**src/rtl/mpt_plb.sv**
```systemverilog
// mpt_plb - fully associative Protection Lookaside Buffer for MPT walk results.
//
// Caches permission results keyed by {SDID, SPA[PLEN-1:12]} with mixed
// 4 KiB / 2 MiB / 1 GiB granules. Lookups answer one cycle after the request;
// the MPT walker fills entries on a miss; flushes can target everything,
// one SDID, or one SDID+address.
//
// Ports:
//   clk_i, rst_ni            clock, synchronous active-low reset
//   lookup_valid_i/sdid/spa/access   lookup request (access: 0 none,1 R,2 W,3 X)
//   lookup_valid_o/hit/perm/allow    registered lookup result
//   fill_valid_i/sdid/spa/level/perm walker fill (level 3 is ignored)
//   flush_i/mode/sdid/spa    flush (mode 0 all, 1 SDID, 2 SDID+addr, 3 no-op)
//   flush_done_o             pulse one cycle after any flush request
//
// Optional feature macro: MPT_PLB_PERF_CNT_EN adds saturating hit_cnt_o,
// miss_cnt_o and evict_cnt_o counters (CNT_W bits each).

module mpt_plb #(
    parameter int NUM_ENTRIES = 16,
    parameter int PLEN        = 56,
    parameter int SDID_LEN    = 6,
    parameter int CNT_W       = 32
) (
    input  logic                clk_i,
    input  logic                rst_ni,
    input  logic                lookup_valid_i,
    input  logic [SDID_LEN-1:0] lookup_sdid_i,
    input  logic [PLEN-1:0]     lookup_spa_i,
    input  logic [1:0]          lookup_access_i,
    output logic                lookup_valid_o,
    output logic                lookup_hit_o,
    output logic [1:0]          lookup_perm_o,
    output logic                lookup_allow_o,
    input  logic                fill_valid_i,
    input  logic [SDID_LEN-1:0] fill_sdid_i,
    input  logic [PLEN-1:0]     fill_spa_i,
    input  logic [1:0]          fill_level_i,
    input  logic [1:0]          fill_perm_i,
    input  logic                flush_i,
    input  logic [1:0]          flush_mode_i,
    input  logic [SDID_LEN-1:0] flush_sdid_i,
    input  logic [PLEN-1:0]     flush_spa_i,
    output logic                flush_done_o
`ifdef MPT_PLB_PERF_CNT_EN
    ,
    output logic [CNT_W-1:0]    hit_cnt_o,
    output logic [CNT_W-1:0]    miss_cnt_o,
    output logic [CNT_W-1:0]    evict_cnt_o
`endif
);

    localparam int TAG_W = PLEN - 12;
    localparam int IDX_W = $clog2(NUM_ENTRIES);

    // Tag bits that take part in a compare for a given granule level.
    function automatic logic [TAG_W-1:0] level_mask(input logic [1:0] lvl);
        logic [TAG_W-1:0] m;
        m = '1;
        if (lvl == 2'd1) m[8:0]  = '0;
        if (lvl == 2'd2) m[17:0] = '0;
        return m;
    endfunction

    function automatic logic perm_allows(input logic [1:0] acc, input logic [1:0] perm);
        logic ok;
        case (acc)
            2'd1:    ok = (perm != 2'd0);
            2'd2:    ok = (perm == 2'd2) || (perm == 2'd3);
            2'd3:    ok = (perm == 2'd1) || (perm == 2'd3);
            default: ok = 1'b0;
        endcase
        return ok;
    endfunction

    logic [NUM_ENTRIES-1:0] valid_q;
    logic [SDID_LEN-1:0]    sdid_q  [NUM_ENTRIES];
    logic [TAG_W-1:0]       tag_q   [NUM_ENTRIES];
    logic [1:0]             level_q [NUM_ENTRIES];
    logic [1:0]             perm_q  [NUM_ENTRIES];
    logic [IDX_W-1:0]       rr_ptr_q;

    logic [TAG_W-1:0]       lu_tag, fill_tag, flush_tag;
    logic [NUM_ENTRIES-1:0] lu_match, flush_clr;
    logic                   lu_hit;
    logic [1:0]             lu_perm;
    logic                   exact_found, free_found, use_rr, fill_ok;
    logic [IDX_W-1:0]       exact_idx, free_idx, victim_idx;

    assign lu_tag    = lookup_spa_i[PLEN-1:12];
    assign fill_tag  = fill_spa_i[PLEN-1:12] & level_mask(fill_level_i);
    assign flush_tag = flush_spa_i[PLEN-1:12];
    // A simultaneous flush drops the fill.
    assign fill_ok   = fill_valid_i && (fill_level_i != 2'd3) && !flush_i;

    // Lookup compare; scanning downwards leaves the lowest matching index as winner.
    always_comb begin
        lu_match = '0;
        lu_hit   = 1'b0;
        lu_perm  = '0;
        for (int i = 0; i < NUM_ENTRIES; i++) begin
            lu_match[i] = valid_q[i] && (sdid_q[i] == lookup_sdid_i) &&
                          (((tag_q[i] ^ lu_tag) & level_mask(level_q[i])) == '0);
        end
        for (int i = NUM_ENTRIES - 1; i >= 0; i--) begin
            if (lu_match[i]) begin
                lu_hit  = 1'b1;
                lu_perm = perm_q[i];
            end
        end
    end

    // Fill victim: identical entry first, then lowest free slot, then round-robin.
    always_comb begin
        exact_found = 1'b0;
        exact_idx   = '0;
        free_found  = 1'b0;
        free_idx    = '0;
        for (int i = NUM_ENTRIES - 1; i >= 0; i--) begin
            if (valid_q[i] && (sdid_q[i] == fill_sdid_i) && (level_q[i] == fill_level_i) &&
                (tag_q[i] == fill_tag)) begin
                exact_found = 1'b1;
                exact_idx   = IDX_W'(i);
            end
            if (!valid_q[i]) begin
                free_found = 1'b1;
                free_idx   = IDX_W'(i);
            end
        end
        use_rr     = !exact_found && !free_found;
        victim_idx = exact_found ? exact_idx : (free_found ? free_idx : rr_ptr_q);
    end

    // Entries cleared by the current flush request; mode 2 uses each entry's own granule.
    always_comb begin
        flush_clr = '0;
        for (int i = 0; i < NUM_ENTRIES; i++) begin
            case (flush_mode_i)
                2'd0:    flush_clr[i] = 1'b1;
                2'd1:    flush_clr[i] = (sdid_q[i] == flush_sdid_i);
                2'd2:    flush_clr[i] = (sdid_q[i] == flush_sdid_i) &&
                                        (((tag_q[i] ^ flush_tag) & level_mask(level_q[i])) == '0);
                default: flush_clr[i] = 1'b0;
            endcase
        end
    end

    // Entry storage, replacement pointer and registered lookup/flush outputs.
    always_ff @(posedge clk_i) begin
        if (!rst_ni) begin
            valid_q        <= '0;
            rr_ptr_q       <= '0;
            lookup_valid_o <= 1'b0;
            lookup_hit_o   <= 1'b0;
            lookup_perm_o  <= '0;
            lookup_allow_o <= 1'b0;
            flush_done_o   <= 1'b0;
        end else begin
            lookup_valid_o <= lookup_valid_i;
            flush_done_o   <= flush_i;
            if (lookup_valid_i && !flush_i && lu_hit) begin
                lookup_hit_o   <= 1'b1;
                lookup_perm_o  <= lu_perm;
                lookup_allow_o <= perm_allows(lookup_access_i, lu_perm);
            end else begin
                lookup_hit_o   <= 1'b0;
                lookup_perm_o  <= '0;
                lookup_allow_o <= 1'b0;
            end
            if (flush_i) begin
                valid_q <= valid_q & ~flush_clr;
            end else if (fill_ok) begin
                valid_q[victim_idx] <= 1'b1;
                sdid_q[victim_idx]  <= fill_sdid_i;
                tag_q[victim_idx]   <= fill_tag;
                level_q[victim_idx] <= fill_level_i;
                perm_q[victim_idx]  <= fill_perm_i;
                if (use_rr) begin
                    rr_ptr_q <= rr_ptr_q + {{(IDX_W-1){1'b0}}, 1'b1};
                end
            end
        end
    end

`ifdef MPT_PLB_PERF_CNT_EN
    logic lu_counted_hit, lu_counted_miss;
    assign lu_counted_hit  = lookup_valid_i && !flush_i && lu_hit;
    assign lu_counted_miss = lookup_valid_i && !(!flush_i && lu_hit);

    // Saturating performance counters; flushes leave them alone.
    always_ff @(posedge clk_i) begin
        if (!rst_ni) begin
            hit_cnt_o   <= '0;
            miss_cnt_o  <= '0;
            evict_cnt_o <= '0;
        end else begin
            if (lu_counted_hit && (hit_cnt_o != '1))
                hit_cnt_o <= hit_cnt_o + {{(CNT_W-1){1'b0}}, 1'b1};
            if (lu_counted_miss && (miss_cnt_o != '1))
                miss_cnt_o <= miss_cnt_o + {{(CNT_W-1){1'b0}}, 1'b1};
            if (fill_ok && use_rr && (evict_cnt_o != '1))
                evict_cnt_o <= evict_cnt_o + {{(CNT_W-1){1'b0}}, 1'b1};
        end
    end
`else
    logic unused_cnt_w;
    assign unused_cnt_w = (CNT_W > 0);
`endif

    // The page offset never takes part in matching.
    logic unused_offset;
    assign unused_offset = ^{lookup_spa_i[11:0], fill_spa_i[11:0], flush_spa_i[11:0]};

endmodule

```
**config.mk**
```make
export PLATFORM = sky130hd
export DESIGN_NAME = mpt_plb
export DESIGN_NICKNAME = d
export VERILOG_FILES = /design/src/rtl/mpt_plb.sv
export SDC_FILE = /design/constraint.sdc
export NUM_CORES = 2
export LEC_CHECK = 0
export CAP_MARGIN = 20
export CELL_PAD_IN_SITES_DETAIL_PLACEMENT = 2
export CELL_PAD_IN_SITES_GLOBAL_PLACEMENT = 2
export CORE_MARGIN = 3
export CORE_UTILIZATION = 35
export CTS_BUF_LIST = sky130_fd_sc_hd__clkbuf_16
export CTS_CLUSTER_SIZE = 8
export DETAILED_ROUTE_END_ITERATION = 8
export PLACE_DENSITY = 0.8
export SLEW_MARGIN = 25
export SYNTH_ARGS = -nofsm -noshare
export SYNTH_HDL_FRONTEND = slang
export SYNTH_SLANG_ARGS = --single-unit
export TNS_END_PERCENT = 100
```
**constraint.sdc**
```tcl
create_clock -name clk_i -period 15.2 [get_ports clk_i]
set_clock_uncertainty 0.15 [all_clocks]
set_input_delay 4.56 -clock clk_i [delete_from_list [all_inputs] [get_ports clk_i]]
set_output_delay 4.56 -clock clk_i [all_outputs]
set_load 0.05 [all_outputs]
```
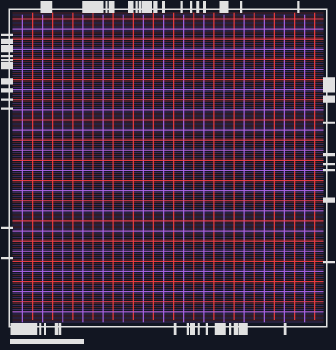
*Supply network*
Bar = 100 µm. Pins as bars on the die edge.
net	colour
VDD	red
VSS	purple
rows	153
signal pins	205
met1 rails	154
met4 straps	30
Floorplan Core Area: 174000 µm²
die boundary height: 426 µm

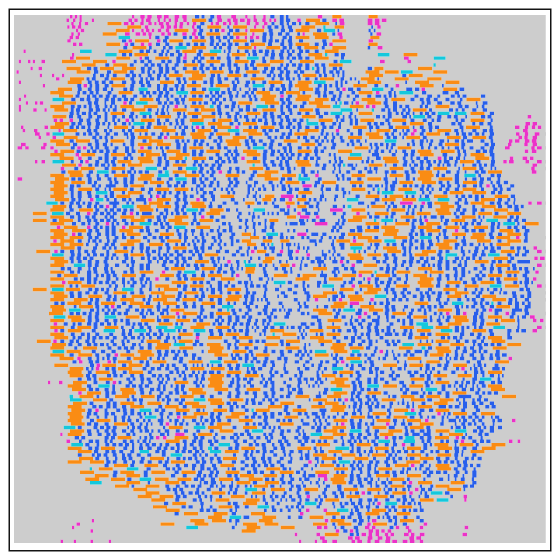
*Placed cells, one colour a class*
Fill, decap, tap and diode cells in grey.
class	colour	cells	share of their area
sequential cells	orange	890	39%
combinational and other logic	blue	4418	50%
clock drivers and dummy loads	cyan	170	5.4%
remaining buffers and delay cells	magenta	435	5.1%
post-layout util: 0.403
cell area after layout: 70300 µm²
num rows: 153
share of cell area taken by flip-flops and latches: 0.377

==> flow_summary.html <==
<h2>Synthesis and place &amp; route</h2>
<table>
<tr><th>Metric</th><th>Value</th></tr>
<tr><th colspan="2">Power</th></tr>
<tr><td>Worst vdd ir</td><td>0.122 mV</td></tr>
<tr><td>Clock network power share</td><td>0.426</td></tr>
<tr><td>Power density cells</td><td>94.0 nW/µm²</td></tr>
<tr><td>Group drawing the most power</td><td>clock</td></tr>
<tr><th colspan="2">Cells and area</th></tr>
<tr><td>Finished Layout Cells</td><td>8251</td></tr>
<tr><td>Area growth syn-to-layout</td><td>14.1%</td></tr>
<tr><td>Most common cell after layout, fill and taps aside</td><td>sky130_fd_sc_hd__xor2_1</td></tr>
<tr><td>Most used cells in the layout excluding fill and tap cells</td><td>sky130_fd_sc_hd__xor2_1 (1325), sky130_fd_sc_hd__xnor2_1 (928), sky130_fd_sc_hd__edfxtp_1 (864), sky130_fd_sc_hd__nor4_1 (358), sky130_fd_sc_hd__nand4_1 (313)</td></tr>
<tr><th colspan="2">Synth</th></tr>
<tr><td>Top cells by area in the synthesized netlist</td><td>sky130_fd_sc_hd__edfxtp_1 (42%), sky130_fd_sc_hd__xor2_1 (19%), sky130_fd_sc_hd__xnor2_1 (13%)</td></tr>
<tr><td>Multiplexer fraction of the synthesized cell area</td><td>0.00185</td></tr>
<tr><td>Dominant cell by count in the synthesized netlist</td><td>sky130_fd_sc_hd__xor2_1</td></tr>
<tr><td>XORs/XNORs by Area</td><td>0.320</td></tr>
<tr><td>Asr flop ratio synth</td><td>0</td></tr>
<tr><td>Main logic family after synthesis</td><td>XOR/XNOR gates</td></tr>
<tr><td>Cells in synth_stat.txt</td><td>5690</td></tr>
<tr><td>Synthesized-area fraction occupied by ao, oa, aoi and oai cells</td><td>0.0666</td></tr>
<tr><th colspan="2">Worst hold path</th></tr>
<tr><td>Type of the tightest min-delay check</td><td>reg -&gt; reg</td></tr>
<tr><td>Hold Path Stages</td><td>2</td></tr>
<tr><th colspan="2">Setup path</th></tr>
<tr><td>Worst EP required</td><td>15490 ps</td></tr>
<tr><td>Capturing element type of the critical path</td><td>register</td></tr>
<tr><td>Critical path arrival</td><td>11910 ps</td></tr>
<tr><td>Setup slack of the worst register-to-register path</td><td>8640 ps</td></tr>
<tr><th colspan="2">Timing</th></tr>
<tr><td>Setup TNS</td><td>0 ps</td></tr>
<tr><th colspan="2">Place</th></tr>
<tr><td>GPL Wtd Cong</td><td>1.05</td></tr>
<tr><td>Place WS</td><td>2940 ps</td></tr>
<tr><th colspan="2">Run status</th></tr>
<tr><td>Outcome</td><td>complete, no violations</td></tr>
<tr><th colspan="2">Clocking</th></tr>
<tr><td>Max H-tree Level</td><td>4</td></tr>
<tr><th colspan="2">Floorplan</th></tr>
<tr><td>Chip area</td><td>181000 µm²</td></tr>
</table>
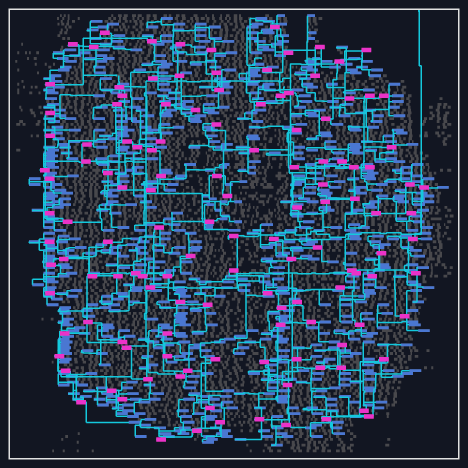
*Clock network drawn from the DEF*
[clock drivers] magenta | count: 131
[flip-flops] blue | count: 890
[clock wires] cyan | length: 16000 µm
flops lie	all over the die

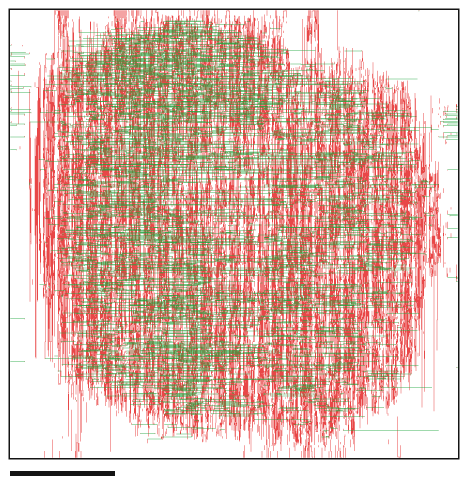
*Routed metal, one colour a layer*
Bar = 100 µm. Two of the layers only.
layer	colour	wire length
metal 3	green	56.5 mm
metal 2	red	155 mm
WL/cell: 47.1 µm
final WL: 388000 µm
via count: 57.0k

routing by layer:
| layer | wire length [µm] | part of all wire | track usage |
|---|---|---|---|
| met5 | 241 | 0.00062 | 0.00108 |
| met4 | 41500 | 0.11 | 0.360 |
| met3 | 56500 | 0.15 | 0.172 |
| met2 | 155000 | 0.40 | 0.576 |
| met1 | 135000 | 0.35 | 0.492 |
area by class of cell:
cell class / count / area (µm²) / area share
multi-input combinational: 4315 / 33400 / 0.475
timing repair buffer: 435 / 3440 / 0.0490
antenna: 13 / 32.5 / 0.000463
sequential: 890 / 26500 / 0.377
clock buffer: 132 / 3300 / 0.0470
tap: 2325 / 2910 / 0.0414
clock inverter: 38 / 323 / 0.00459
inverter: 103 / 387 / 0.00550
No activity file was given, so power comes from the tool's default toggle rates.
